<file path="config.mk">
export PLATFORM = sky130hd
export DESIGN_NAME = gemm_fsm_nch
export DESIGN_NICKNAME = d
export VERILOG_FILES = /design/src/rtl/gemm_fsm_nch.sv
export SDC_FILE = /design/constraint.sdc
export NUM_CORES = 1
export LEC_CHECK = 0
export CORE_AREA = 5 5 258 260
export DETAILED_ROUTE_END_ITERATION = 7
export DIE_AREA = 0 0 263 265
export GPL_ROUTABILITY_DRIVEN = 0
export PLACE_DENSITY_LB_ADDON = 0.1
export REMOVE_ABC_BUFFERS = 1
export SLEW_MARGIN = 20
export SYNTH_ARGS = -nofsm -noshare
export SYNTH_HDL_FRONTEND = slang
export SYNTH_SLANG_ARGS = --single-unit
</file>
<file path="constraint.sdc">
create_clock -name CLK -period 13 [get_ports CLK]
set_input_delay 3.9 -clock CLK [delete_from_list [all_inputs] [get_ports CLK]]
set_output_delay 3.9 -clock CLK [all_outputs]
set_load 0.01 [all_outputs]
</file>
<file path="src/rtl/gemm_fsm_nch.sv">
// GEMM load sequencer: drains NUM_CH show-ahead request FIFOs into the systolic array row-load ports.
// Define GEMM_FSM_PERF_EN to add saturating job/busy/stall performance counters.
module gemm_fsm_nch #(
    parameter int NUM_CH  = 4,
    parameter int ROWS    = 4,
    parameter int ROW_W   = 64,
    localparam int ROW_S_W = $clog2(ROWS),
    localparam int CH_W    = $clog2(NUM_CH),
    localparam int ENTRY_W = 2*ROW_W+1
) (
    input  logic                      CLK,
    input  logic                      RST,
    input  logic [NUM_CH*ENTRY_W-1:0] fifo_rdata,
    input  logic [NUM_CH-1:0]         fifo_empty,
    output logic [NUM_CH-1:0]         fifo_ren,
    input  logic                      drained,
    input  logic                      fifo_has_space,
    output logic [ROW_W-1:0]          weight_input_data,
    output logic [ROW_W-1:0]          partial_sum_data,
    output logic [ROW_S_W-1:0]        weight_input_row_sel,
    output logic [ROW_S_W-1:0]        partial_sum_row_sel,
    output logic                      weight_enable,
    output logic                      input_enable,
    output logic                      partial_enable,
    output logic [CH_W-1:0]           active_ch,
    output logic                      busy,
    output logic                      job_done,
    output logic                      proto_err,
    input  logic                      err_clr
`ifdef GEMM_FSM_PERF_EN
    ,
    output logic [31:0]               perf_jobs,
    output logic [31:0]               perf_busy_cyc,
    output logic [31:0]               perf_stall_cyc
`endif
);

    typedef enum logic [1:0] {S_IDLE, S_WLOAD, S_IPLOAD} state_t;

    state_t               r_state, w_state_nxt;
    logic [ROW_S_W-1:0]   r_cnt;
    logic [CH_W-1:0]      r_rr_ptr;
    logic [CH_W-1:0]      r_active_ch;
    logic [ROW_W-1:0]     r_wi_data, r_ps_data;
    logic [ROW_S_W-1:0]   r_wi_sel, r_ps_sel;
    logic                 r_wen, r_ien, r_busy, r_done, r_err;

    logic [ENTRY_W-1:0]   w_entry [NUM_CH];
    logic [ENTRY_W-1:0]   w_head;
    logic                 w_tag, w_emp, w_last;
    logic                 w_gnt_vld;
    logic [CH_W-1:0]      w_gnt_ch;
    logic                 w_pop, w_ok, w_mis;
    logic [NUM_CH-1:0]    w_ren;

    for (genvar g = 0; g < NUM_CH; g++) begin : g_unpack
        assign w_entry[g] = fifo_rdata[g*ENTRY_W +: ENTRY_W];
    end

    assign w_head = w_entry[r_active_ch];
    assign w_tag  = w_head[2*ROW_W];
    assign w_emp  = fifo_empty[r_active_ch];
    assign w_last = (r_cnt == ROW_S_W'(ROWS-1));

    // Scan farthest-first so the nearest non-empty channel after rr_ptr wins.
    always_comb begin
        logic [CH_W-1:0] c_idx;
        w_gnt_vld = 1'b0;
        w_gnt_ch  = '0;
        c_idx     = '0;
        for (int i = NUM_CH; i >= 1; i--) begin
            c_idx = CH_W'((int'(r_rr_ptr) + i) % NUM_CH);
            if (!fifo_empty[c_idx]) begin
                w_gnt_vld = 1'b1;
                w_gnt_ch  = c_idx;
            end
        end
    end

    always_comb begin
        w_state_nxt = r_state;
        w_pop       = 1'b0;
        w_ok        = 1'b0;
        w_mis       = 1'b0;
        case (r_state)
            S_IDLE: begin
                if (w_gnt_vld)
                    w_state_nxt = w_entry[w_gnt_ch][2*ROW_W] ? S_WLOAD : S_IPLOAD;
            end
            S_WLOAD: begin
                w_pop = drained && !w_emp;
                if (w_pop) begin
                    if (w_tag) begin
                        w_ok = 1'b1;
                        if (w_last) w_state_nxt = S_IPLOAD;
                    end else begin
                        w_mis = 1'b1;
                    end
                end
            end
            S_IPLOAD: begin
                w_pop = fifo_has_space && !w_emp;
                if (w_pop) begin
                    if (!w_tag) begin
                        w_ok = 1'b1;
                        if (w_last) w_state_nxt = S_IDLE;
                    end else begin
                        w_mis = 1'b1;
                    end
                end
            end
            default: w_state_nxt = S_IDLE;
        endcase
    end

    always_comb begin
        w_ren = '0;
        if (w_pop) w_ren[r_active_ch] = 1'b1;
    end

    always_ff @(posedge CLK or posedge RST) begin
        if (RST) begin
            r_state     <= S_IDLE;
            r_cnt       <= '0;
            r_rr_ptr    <= '0;
            r_active_ch <= '0;
            r_wi_data   <= '0;
            r_ps_data   <= '0;
            r_wi_sel    <= '0;
            r_ps_sel    <= '0;
            r_wen       <= 1'b0;
            r_ien       <= 1'b0;
            r_busy      <= 1'b0;
            r_done      <= 1'b0;
            r_err       <= 1'b0;
        end else begin
            r_state <= w_state_nxt;
            r_busy  <= (w_state_nxt != S_IDLE);
            r_wen   <= 1'b0;
            r_ien   <= 1'b0;
            r_done  <= 1'b0;
            if (r_state == S_IDLE && w_gnt_vld)
                r_active_ch <= w_gnt_ch;
            if (w_ok) begin
                if (r_state == S_WLOAD) begin
                    r_wen     <= 1'b1;
                    r_wi_data <= w_head[ROW_W-1:0];
                    r_wi_sel  <= r_cnt;
                end else begin
                    r_ien     <= 1'b1;
                    r_wi_data <= w_head[2*ROW_W-1:ROW_W];
                    r_ps_data <= w_head[ROW_W-1:0];
                    r_wi_sel  <= r_cnt;
                    r_ps_sel  <= r_cnt;
                    r_done    <= w_last;
                    if (w_last) r_rr_ptr <= r_active_ch;
                end
                r_cnt <= w_last ? '0 : r_cnt + 1'b1;
            end
            // A mismatch in the same cycle as a clear keeps the flag set.
            if (w_mis)        r_err <= 1'b1;
            else if (err_clr) r_err <= 1'b0;
        end
    end

    assign fifo_ren             = w_ren;
    assign weight_input_data    = r_wi_data;
    assign partial_sum_data     = r_ps_data;
    assign weight_input_row_sel = r_wi_sel;
    assign partial_sum_row_sel  = r_ps_sel;
    assign weight_enable        = r_wen;
    assign input_enable         = r_ien;
    assign partial_enable       = r_ien;
    assign active_ch            = r_active_ch;
    assign busy                 = r_busy;
    assign job_done             = r_done;
    assign proto_err            = r_err;

`ifdef GEMM_FSM_PERF_EN
    logic [31:0] r_perf_jobs, r_perf_busy, r_perf_stall;

    function automatic logic [31:0] sat_inc(input logic [31:0] v);
        return (v == 32'hFFFF_FFFF) ? v : v + 32'd1;
    endfunction

    always_ff @(posedge CLK or posedge RST) begin
        if (RST) begin
            r_perf_jobs  <= '0;
            r_perf_busy  <= '0;
            r_perf_stall <= '0;
        end else begin
            if (w_ok && r_state == S_IPLOAD && w_last)
                r_perf_jobs <= sat_inc(r_perf_jobs);
            if (r_state != S_IDLE)
                r_perf_busy <= sat_inc(r_perf_busy);
            // A mismatch always pops, so !w_pop already excludes it.
            if (r_state != S_IDLE && !w_pop)
                r_perf_stall <= sat_inc(r_perf_stall);
        end
    end

    assign perf_jobs      = r_perf_jobs;
    assign perf_busy_cyc  = r_perf_busy;
    assign perf_stall_cyc = r_perf_stall;
`endif

endmodule

</file>
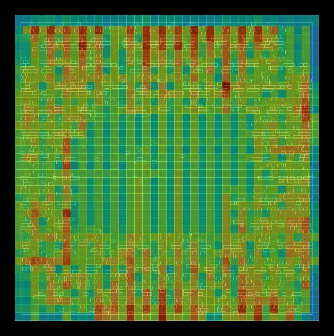
**Above:** track usage over the die.
gr usage total: 0.136
met1 Usage GRT: 0.151
grt met3 use: 0.0493
final core utilization: 0.275
GRT busiest layer: met2

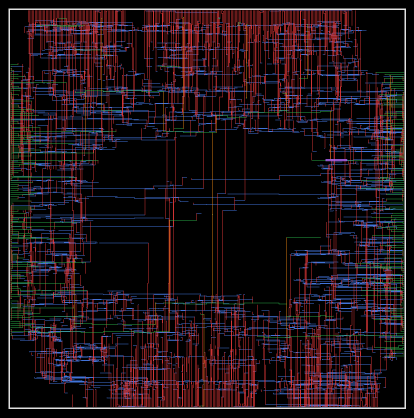
**Above:** metal layers overlaid.
Drawn at 1.5 px/µm.
purple -> metal 5  # wire length 12.9 µm
orange -> metal 4  # wire length 809 µm
green -> metal 3  # wire length 3530 µm
blue -> metal 1  # wire length 18300 µm
red -> metal 2  # wire length 25.9 mm
vias: 8466
wire per inst: 22.3 µm
final wirelength: 48.6 mm

==> results.json <==
{
  "yosys.area_share.aoi": 0.0527,
  "warnings": 28,
  "reg2reg_to": "weight_input_row_sel[0]",
  "power_density_nw_per_um2": 179,
  "dr_wl_met3_mm": 3.53,
  "mux_share": 0.471,
  "reg2reg_depth": 6,
  "drive_gt1_frac": 0.177,
  "edf_count": 0,
  "power_uw": 3150,
  "hpwl_mm": 39.6,
  "wl_met2_mm": 25.9,
  "clockPowerShare": 0.189,
  "max_cap_viol_count": 0,
  "pwr-share-comb": 0.562,
  "dieArea_um2": 69700,
  "clk-insertion-delay-late_ps": 480,
  "cts_resized": 0,
  "crit_arrival_ps": 6230,
  "synth-async-reset-ratio": 1.00,
  "hp-class": "register to register",
  "core_util_floorplan": 0.146,
  "synth_simple_gate_area_share": 0.0471,
  "hold_slack_ps": 475,
  "grt_max_degree": 75,
  "slew_headroom": 0.342,
  "final_layout_top_logic_cell": "clkdlybuf4s50_1",
  "first_pass_iters": 4,
  "ys_ff": 145,
  "grt_pass1_wl_mm": 69.8,
  "yosysWarningCount": 0,
  "worst_hold_path.num_cells": 2,
  "synth.cellmix.xorXnorShare": 0,
  "powerClk_uw": 596,
  "rsz0062_at_grt": "no",
  "dp_cells": 2146,
  "hold_viol": 0,
  "cts_tree": "done",
  "hold_buffers": 0,
  "ys_sh_adder": 0.00671,
  "crit_end": "fifo_ren[0]",
  "synth_cells": 674,
  "gr-total-overflow": 0,
  "cp-start-kind": "input pin",
  "synth-cells-yosys": 674,
  "p_int_uw": 2010,
  "outcome": "finished, final reports clean",
  "r2r-start": "active_ch[0]",
  "synth_seq_share": 0.389,
  "finalCriticalPeriod_ps": 10130,
  "die.size.y_um": 265,
  "route.detailed.drc": 0,
  "setup_violations": 0,
  "detail_route.iter0.violations": 257,
  "crit_fanout": 6,
  "instances_no_fill": 2178,
  "cts_root_buf": "clkbuf_16",
  "top_logic_kind": "multiplexers",
  "clock.fmax_ghz": 0.0988,
  "slew_violations": 0,
  "power_leakage_uw": 0.00707,
  "post-place-ws_ps": 2850,
  "placementRows": 93,
  "m1WireLength_mm": 18.3,
  "top_cells_by_area": "dfrtp_1, mux4_2, mux2i_1",
  "dr.max_layer_used": "met5",
  "cts_htree_levels": 4,
  "yosysTopAreaCellShare": 0.389,
  "period_used_share": 0.779,
  "cts_setup_buffers": 0,
  "vias_per_cell": 3.89,
  "setup.worst_path.class": "input pin to primary output",
  "top_power_group": "combinational cells",
  "design_area_um2": 17600,
  "synth.cell_area_um2": 9320,
  "reg2reg_slack_ps": 9210,
  "ios": 669,
  "clock_sinks": 145,
  "worst_path_max_delay_cell": "clkdlybuf4s50_1",
  "grt_pass1_vias": 9696,
  "worst_slack_ps": 2870,
  "n_antenna_cell": 0,
  "yosysUniqueCellTypes": 39,
  "syn2layout_area_growth_pct": 88.6,
  "crit_start": "fifo_empty[3]",
  "ant_nets": 0,
  "worstMarginPinSlew_ps": 987,
  "min_to": "weight_input_data[4]",
  "powerComb_uw": 1770,
  "ys_chip_area_um2": 9320,
  "setup_tns_ps": 0,
  "seq-power_uw": 782,
  "fin_skew_ps": 15.5,
  "p_sw_uw": 1140,
  "layout.nets": 1840,
  "dpl_cell_area_um2": 16900,
  "slowest_delay_ps": 580,
  "setup.worst_path.end_class": "primary output",
  "cp.required_ps": 9100,
  "yosysTopAreaCell": "dfrtp_1",
  "flop_cell": "dfrtp_1",
  "hold_path.startpoint": "weight_input_data[4]",
  "avgSynthCellArea_um2": 13.8,
  "core_area_um2": 63900,
  "most-common-layout-cells": "clkdlybuf4s50_1, dfrtp_1, mux4_2",
  "io_buffers": 668,
  "crit_top_cell": "clkdlybuf4s50_1",
  "crit_chain": "clkdlybuf4s50_1 -> mux4_2 -> nand2b_4 -> a21oi_1 -> nor3b_1 -> clkdlybuf4s50_1",
  "numCtsBuffers": 17,
  "global_route.usage.met2": 0.247,
  "antenna_found_initial": 1,
  "power_frac_seq": 0.249,
  "netSwitchingFraction": 0.362,
  "vdd_drop_max_v": 0.000139,
  "clkSlewWorstSetupHoldPaths_ps": 60,
  "cts_buffer_depth": 2,
  "fp.dieW_um": 263
}
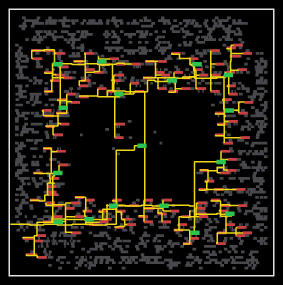
**Above:** clock distribution.
Drawn at 1 px/µm.
yellow -> clock wires  # length 2860 µm
green -> clock drivers  # count 17
red -> flip-flops  # count 145
routed clock nets = 18
flops lie = all over the die

-- layout make-up --
cell class                      instances  area (µm²)
Fill cell                            6634       46300
Timing Repair Buffer                  678        6760
Multi-Input combinational cell        459        5390
Sequential cell                       145        3640
Tap cell                              855        1070
Clock buffer                           18         429
Clock inverter                         14         258
Inverter                                9        41.3
-- cells in the mapped netlist (all sizes together), types with 2 or more instances --
master,number
a211o,2
a21o,2
a21oi,4
a31oi,2
and2,2
buf,34
clkbuf,27
dfrtp,145
ha,5
inv,9
mux2,73
mux2i,64
mux4,130
nand2,73
nand2b,5
nand3,3
nor2,6
o21ai,72
o22ai,2
-- worst max-delay path: cells and delay by family --
family / cells / cell delay, ps
compound gates: 1 / 280
buf+inv: 2 / 1070
mux: 1 / 550
simple gates: 2 / 430
No activity file was given, so power comes from the tool's default toggle rates.
